==> config.mk <==
export PLATFORM = sky130hd
export DESIGN_NAME = uart_rx_flat
export DESIGN_NICKNAME = d
export VERILOG_FILES = /design/src/rtl/uart_rx_pkg.sv /design/src/rtl/uart_rx_if.sv /design/src/rtl/uart_rx_sync_2ff.sv /design/src/rtl/uart_rx.sv /design/src/flat_wrapper.sv
export SDC_FILE = /design/constraint.sdc
export NUM_CORES = 1
export LEC_CHECK = 0
export ABC_AREA = 1
export ABC_CLOCK_PERIOD_IN_PS = 1500
export CORE_MARGIN = 1.5
export CORE_UTILIZATION = 45
export CTS_CLUSTER_DIAMETER = 120
export DETAILED_ROUTE_END_ITERATION = 10
export GPL_TIMING_DRIVEN = 0
export PLACE_DENSITY = 0.7
export SLEW_MARGIN = 20
export SYNTH_ARGS = -nofsm -noshare
export SYNTH_HDL_FRONTEND = slang
export SYNTH_HIERARCHICAL = 1
export SYNTH_SLANG_ARGS = --single-unit
==> constraint.sdc <==
create_clock -name clock_50M -period 1.5 [get_ports clock_50M]
set_input_delay 0.15 -clock clock_50M [delete_from_list [all_inputs] [get_ports clock_50M]]
set_output_delay 0.15 -clock clock_50M [all_outputs]
set_load 0.1 [all_outputs]
==> src/rtl/uart_rx_pkg.sv <==
// Shared UART constants used by both directions of the serial link.
package uart_rx_pkg;

  localparam int unsigned CNT_W              = 9;
  localparam logic [CNT_W-1:0] UART_CLOCK_DEFAULT = 9'd434;
  localparam int unsigned FRAME_BITS         = 8;

  // Count value at which the half-bit (start bit centre) has elapsed.
  function automatic logic [CNT_W-1:0] half_bit_last(input logic [CNT_W-1:0] period);
    return (period >> 1) - 9'd1;
  endfunction

endpackage

==> src/rtl/uart_rx_if.sv <==
// Receiver-side bundle: serial line and ack in, received byte and status out.
interface uart_rx_if;
  import uart_rx_pkg::*;

  logic                  rx;
  logic                  ack;
  logic [FRAME_BITS-1:0] rx_data;
  logic                  valid;
  logic                  frame_err;
  logic                  overrun;

  modport master (
    output rx,
    output ack,
    input  rx_data,
    input  valid,
    input  frame_err,
    input  overrun
  );

  modport slave (
    input  rx,
    input  ack,
    output rx_data,
    output valid,
    output frame_err,
    output overrun
  );

endinterface

==> src/rtl/uart_rx_sync_2ff.sv <==
// Two-flop synchronizer for the asynchronous serial line; idles high out of reset.
module uart_sync_2ff (
  input  logic clock_50M,
  input  logic n_rst,
  input  logic d,
  output logic q
);

  logic meta;

  always_ff @(posedge clock_50M) begin
    if (!n_rst) begin
      meta <= 1'b1;
      q    <= 1'b1;
    end else begin
      meta <= d;
      q    <= meta;
    end
  end

endmodule

==> src/rtl/uart_rx.sv <==
// 8N1 UART receiver: mid-bit sampling, framing check, single-entry holding register.
module uart_rx
  import uart_rx_pkg::*;
#(
  parameter logic [CNT_W-1:0] UART_CLOCK = UART_CLOCK_DEFAULT
) (
  input logic     clock_50M,
  input logic     n_rst,
  uart_rx_if.slave bus
);

  if (UART_CLOCK < 9'd4) begin : g_bad_clock
    $error("uart_rx: UART_CLOCK must be at least 4");
  end

  typedef enum logic [2:0] {
    IDLE,
    START,
    DATA,
    STOP,
    WAIT_HIGH
  } state_t;

  localparam logic [CNT_W-1:0] HALF_LAST = half_bit_last(UART_CLOCK);
  localparam logic [CNT_W-1:0] FULL_LAST = UART_CLOCK - 9'd1;
  localparam logic [2:0]       LAST_BIT  = 3'(FRAME_BITS - 1);

  state_t                state;
  logic [CNT_W-1:0]      cnt;
  logic [2:0]            bit_idx;
  logic [FRAME_BITS-1:0] shift;
  logic                  rx_s;
  logic                  rx_d;
  logic [1:0]            primed;
  logic [FRAME_BITS-1:0] rx_data_r;
  logic                  valid_r;
  logic                  frame_err_r;
  logic                  overrun_r;

  uart_sync_2ff u_sync (
    .clock_50M (clock_50M),
    .n_rst     (n_rst),
    .d         (bus.rx),
    .q         (rx_s)
  );

  // The synchronizer comes out of reset reporting idle-high for two cycles even
  // if the line is really low; rx_d is held low until it reflects the real line,
  // so a line low through reset never looks like a falling edge.
  always_ff @(posedge clock_50M) begin
    if (!n_rst) begin
      state       <= IDLE;
      cnt         <= '0;
      bit_idx     <= '0;
      shift       <= '0;
      rx_d        <= 1'b0;
      primed      <= '0;
      rx_data_r   <= '0;
      valid_r     <= 1'b0;
      frame_err_r <= 1'b0;
      overrun_r   <= 1'b0;
    end else begin
      primed      <= {primed[0], 1'b1};
      rx_d        <= primed[1] & rx_s;
      frame_err_r <= 1'b0;
      overrun_r   <= 1'b0;

      if (bus.ack && valid_r) begin
        valid_r <= 1'b0;
      end

      case (state)
        IDLE: begin
          if (!rx_s && rx_d) begin
            state <= START;
            cnt   <= '0;
          end
        end

        START: begin
          if (cnt == HALF_LAST) begin
            cnt     <= '0;
            bit_idx <= '0;
            state   <= rx_s ? IDLE : DATA;
          end else begin
            cnt <= cnt + 9'd1;
          end
        end

        DATA: begin
          if (cnt == FULL_LAST) begin
            cnt   <= '0;
            shift <= {rx_s, shift[FRAME_BITS-1:1]};
            if (bit_idx == LAST_BIT) begin
              state <= STOP;
            end else begin
              bit_idx <= bit_idx + 3'd1;
            end
          end else begin
            cnt <= cnt + 9'd1;
          end
        end

        // Leaving at mid stop bit leaves half a bit to catch a back-to-back start.
        STOP: begin
          if (cnt == FULL_LAST) begin
            cnt <= '0;
            if (rx_s) begin
              rx_data_r <= shift;
              valid_r   <= 1'b1;
              overrun_r <= valid_r && !bus.ack;
              state     <= IDLE;
            end else begin
              frame_err_r <= 1'b1;
              state       <= WAIT_HIGH;
            end
          end else begin
            cnt <= cnt + 9'd1;
          end
        end

        WAIT_HIGH: begin
          if (rx_s) begin
            state <= IDLE;
          end
        end

        default: state <= IDLE;
      endcase
    end
  end

  assign bus.rx_data   = rx_data_r;
  assign bus.valid     = valid_r;
  assign bus.frame_err = frame_err_r;
  assign bus.overrun   = overrun_r;

endmodule

==> src/flat_wrapper.sv <==
// flat-port wrapper written by rule: the top's interface ports become plain ports
module uart_rx_flat import uart_rx_pkg::*;
#(
  parameter logic [CNT_W-1:0] UART_CLOCK = UART_CLOCK_DEFAULT
)
  (clock_50M, n_rst, bus_rx, bus_ack, bus_rx_data, bus_valid, bus_frame_err, bus_overrun);
  uart_rx_if bus_i ();
  input logic clock_50M;
  input logic n_rst;
  input wire logic [$bits(bus_i.rx)-1:0] bus_rx;
  input wire logic [$bits(bus_i.ack)-1:0] bus_ack;
  output wire logic [$bits(bus_i.rx_data)-1:0] bus_rx_data;
  output wire logic [$bits(bus_i.valid)-1:0] bus_valid;
  output wire logic [$bits(bus_i.frame_err)-1:0] bus_frame_err;
  output wire logic [$bits(bus_i.overrun)-1:0] bus_overrun;
  assign bus_i.rx = bus_rx;
  assign bus_i.ack = bus_ack;
  assign bus_rx_data = bus_i.rx_data;
  assign bus_valid = bus_i.valid;
  assign bus_frame_err = bus_i.frame_err;
  assign bus_overrun = bus_i.overrun;
  uart_rx #(.UART_CLOCK(UART_CLOCK)) u_core (.clock_50M(clock_50M), .n_rst(n_rst), .bus(bus_i));
endmodule
Figure 1. Pin map (run 1).
Pins as bars across the die edge, other pins in grey.
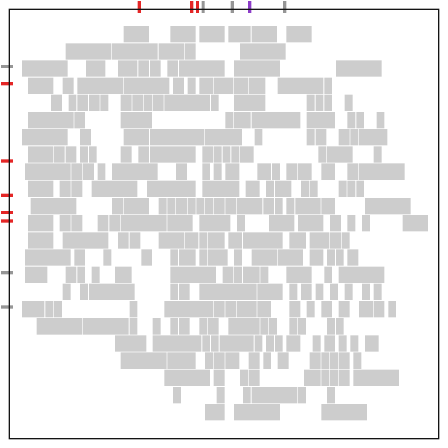
[`bus_valid`] purple | pins: 1 | direction: output | edge: top
[`bus_rx_data`] red | pins: 8 | direction: output | edge: 5 left, 3 top
DIE HEIGHT: 67.8 um
Port-buffer cells: 14
Die W: 67.8 um

Figure 2. Routed metal, one colour a layer (run 1).
Scale bar: 20 um.
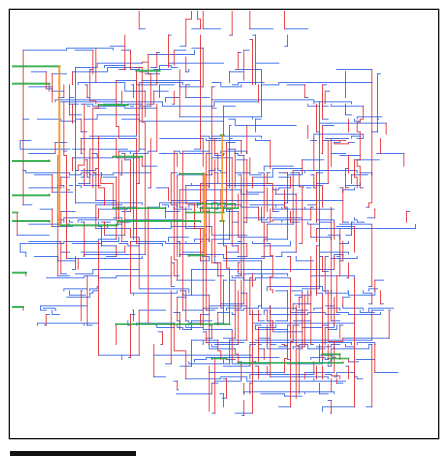
[met2] red | wire length: 1750 um
[met4] orange | wire length: 51.7 um
[met1] blue | wire length: 1870 um
[met3] green | wire length: 147 um

==> impl_metrics.json, run 1 <==
{
  "finalHoldViolCount": 0,
  "numCtsBuffers": 5,
  "critPathLaunchType": "register",
  "cts_root_buffer": "clkbuf_8",
  "logic_area_um2": 936,
  "lay_top_cells": "nand2_1, dfxtp_1, inv_1",
  "slowest_stage": "dfxtp_4",
  "clk-power_uw": 724,
  "dp.cells": 315,
  "status": "completed",
  "wl_per_cell_um": 11.6,
  "avgViaCountPerCell": 4.92,
  "drc": 0,
  "synthAoiAreaFrac": 0.143,
  "synth_area_um2": 1890,
  "nonClkBufAreaFrac": 0.110,
  "p_leak_uw": 0.000976,
  "numSynthFlops": 39,
  "postSynthCellCount": 251,
  "drive_gt1_frac": 0.257,
  "coreArea_um2": 4030,
  "end_kind": "register",
  "largest_cell_class": "multi-input combinational cells",
  "top_register": "u_core/cnt",
  "sh_comb_area": 0.406,
  "hold_class": "in -> reg",
  "grt_pass1_vias": 1481,
  "grt_pass1_wl_um": 6440,
  "post-cts-setup-buffer-count": 4,
  "cp_data_required_time_ns": 1.73,
  "hold_path_end": "u_core/u_sync/meta",
  "final_area_um2": 2300,
  "slew_headroom": 0.638,
  "numSequentialCells": 39,
  "cap_violations": 0,
  "ctsHtreeMaxLevel": 2,
  "ff_type": "dfxtp_1",
  "fin_skew_ns": 0.00405,
  "layout.cells.non_filler": 330,
  "grt_use_met3": 0.0583,
  "inverters": 43,
  "xor_share": 0.00928,
  "clk_path_buf_depth": 2,
  "largest_register_ffs": 9,
  "yosysWarningCount": 6,
  "seq_share": 0.343
}
Figure 3. Clock wires, drivers and flops (run 1).
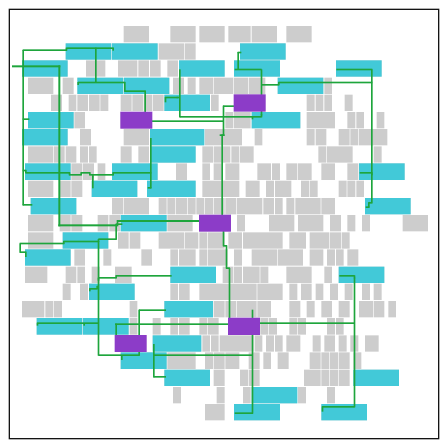
[flip-flops] cyan | count: 39
[clock wires] green | length: 483 um
[cells driving clock nets] purple | count: 5
flops lie: spread over the die
routed clock nets: 6

Figure 4. Cell outlines without signal wires (run 1).
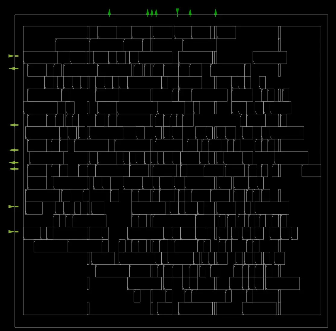
tapcell count: 50
Final Util: 0.572

Figure 5. Wires at chosen ports, followed through buffers (run 1).
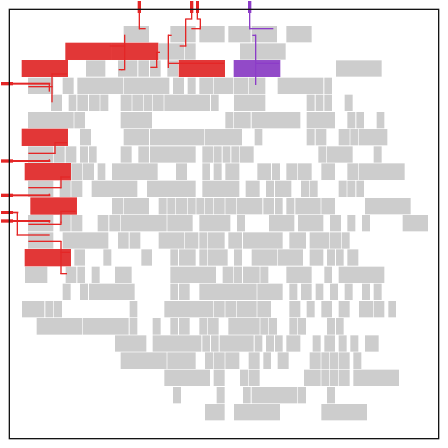

--- run 2 (diff from run 1) ---
- GPL_TIMING_DRIVEN: 0 -> unset
Figure 6. Wires at chosen ports, followed through buffers (run 2).
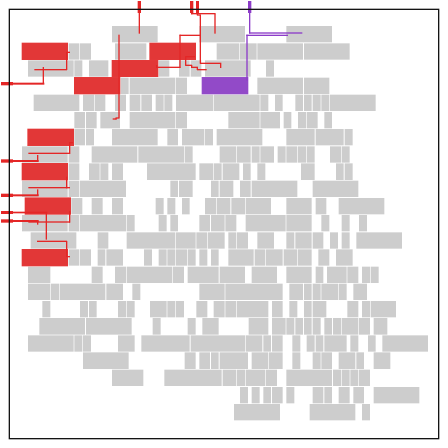
[`bus_rx_data`] red | bits: 8 | direction: output | end cells: 8 | wire: 128 um
[`bus_valid`] purple | bits: 1 | direction: output | end cells: 1 | wire: 25.3 um

Figure 7. Routed metal, one colour a layer (run 2).
Scale bar: 20 um.
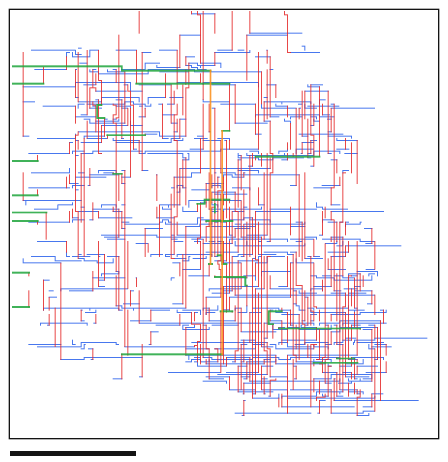
[met2] red | wire length: 1870 um
[met3] green | wire length: 162 um
[met4] orange | wire length: 66.0 um
[met1] blue | wire length: 1820 um
Total Routing Usage GR: 0.186
detailed-route via count: 1671
Total Wirelength: 3920 um

==> impl_metrics.json, run 2 <==
{
  "status": "completed",
  "inverters": 43,
  "wl_per_cell_um": 11.8,
  "seq_share": 0.323,
  "end_kind": "register",
  "finalHoldViolCount": 0,
  "grt_use_met3": 0.0550,
  "final_util": 0.606,
  "sh_comb_area": 0.388,
  "hold_path_end": "u_core/u_sync/meta",
  "avgViaCountPerCell": 5.02,
  "dp.cells": 322,
  "lay_top_cells": "nand2_1, dfxtp_1, inv_1",
  "logic_area_um2": 947,
  "synth_area_um2": 1890,
  "slowest_stage": "dfxtp_2",
  "top_register": "u_core/cnt",
  "coreArea_um2": 4030,
  "die_y_um": 67.8,
  "numSequentialCells": 39,
  "ff_type": "dfxtp_1",
  "largest_register_ffs": 9
}
Figure 8. Clock wires, drivers and flops (run 2).
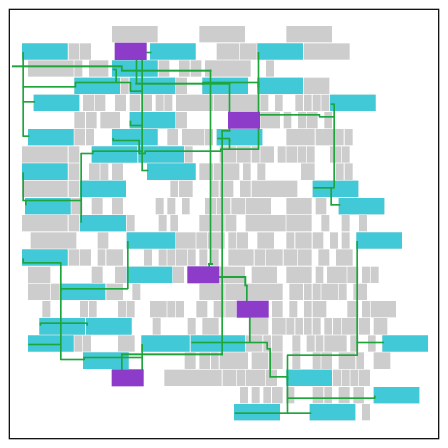

--- run 3 (diff from run 2) ---
--- a/config.mk
+++ b/config.mk
@@ -13,2 +13,3 @@
 export DETAILED_ROUTE_END_ITERATION = 10
+export MAX_ROUTING_LAYER = met4
 export PLACE_DENSITY = 0.7
==> constraint.sdc (replaced) <==
create_clock -name clock_50M -period 1.5 [get_ports clock_50M]
set_input_delay 0.45 -clock clock_50M [delete_from_list [all_inputs] [get_ports clock_50M]]
set_output_delay 0.45 -clock clock_50M [all_outputs]
set_load 0.1 [all_outputs]
Figure 9. Clock wires, drivers and flops (run 3).
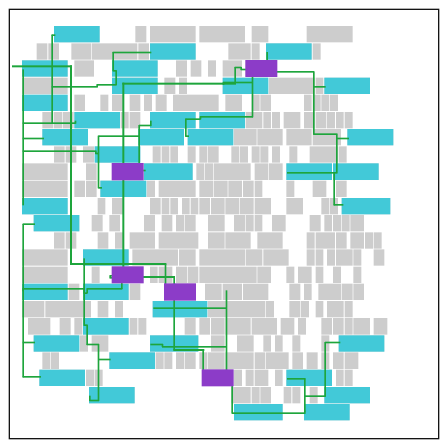
[clock wires] green | length: 491 um
[flip-flops] cyan | count: 39
[cells driving clock nets] purple | count: 5
flops lie: spread over the die

==> impl_metrics.json, run 3 <==
{
  "status": "completed",
  "sh_comb_area": 0.386,
  "avgViaCountPerCell": 4.95,
  "grtUsageMet1": 0.235,
  "die_w_um": 67.8,
  "grt_pass1_vias": 1465,
  "largest_cell_class": "multi-input combinational cells",
  "slew_headroom": 0.817,
  "synthAoiAreaFrac": 0.143,
  "drive_gt1_frac": 0.290,
  "inverters": 43,
  "grt_pass1_wl_um": 6240,
  "finalHoldViolCount": 0,
  "ff_type": "dfxtp_1",
  "postSynthCellCount": 251,
  "post-cts-setup-buffer-count": 1,
  "numSynthFlops": 39,
  "end_kind": "register",
  "wl_per_cell_um": 11.7,
  "cts_root_buffer": "clkbuf_8",
  "cp_data_required_time_ns": 1.73,
  "wirelength_um": 3880,
  "fin_skew_ns": 0.00461,
  "hold_path_end": "u_core/u_sync/q",
  "largest_register_ffs": 9,
  "xor_share": 0.00928,
  "logic_area_um2": 957,
  "final_util": 0.616,
  "nonClkBufAreaFrac": 0.164,
  "dp.cells": 323,
  "io_buffers": 14,
  "grt_use_met3": 0.0400,
  "clk_path_buf_depth": 2,
  "critPathLaunchType": "register",
  "clk-power_uw": 726,
  "top_register": "u_core/cnt",
  "die_y_um": 67.8,
  "lay_top_cells": "nand2_1, dfxtp_1, inv_1",
  "ctsHtreeMaxLevel": 2,
  "layout.cells.non_filler": 333,
  "drc": 0,
  "vias": 1648,
  "synth_area_um2": 1890,
  "p_leak_uw": 0.00106,
  "n_tap_cell": 50,
  "hold_class": "reg -> reg"
}
Figure 10. Cell outlines without signal wires (run 3).
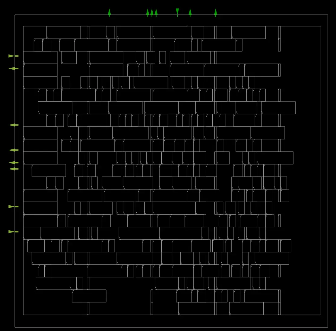
Seq cells: 39
Seq area share: 0.318

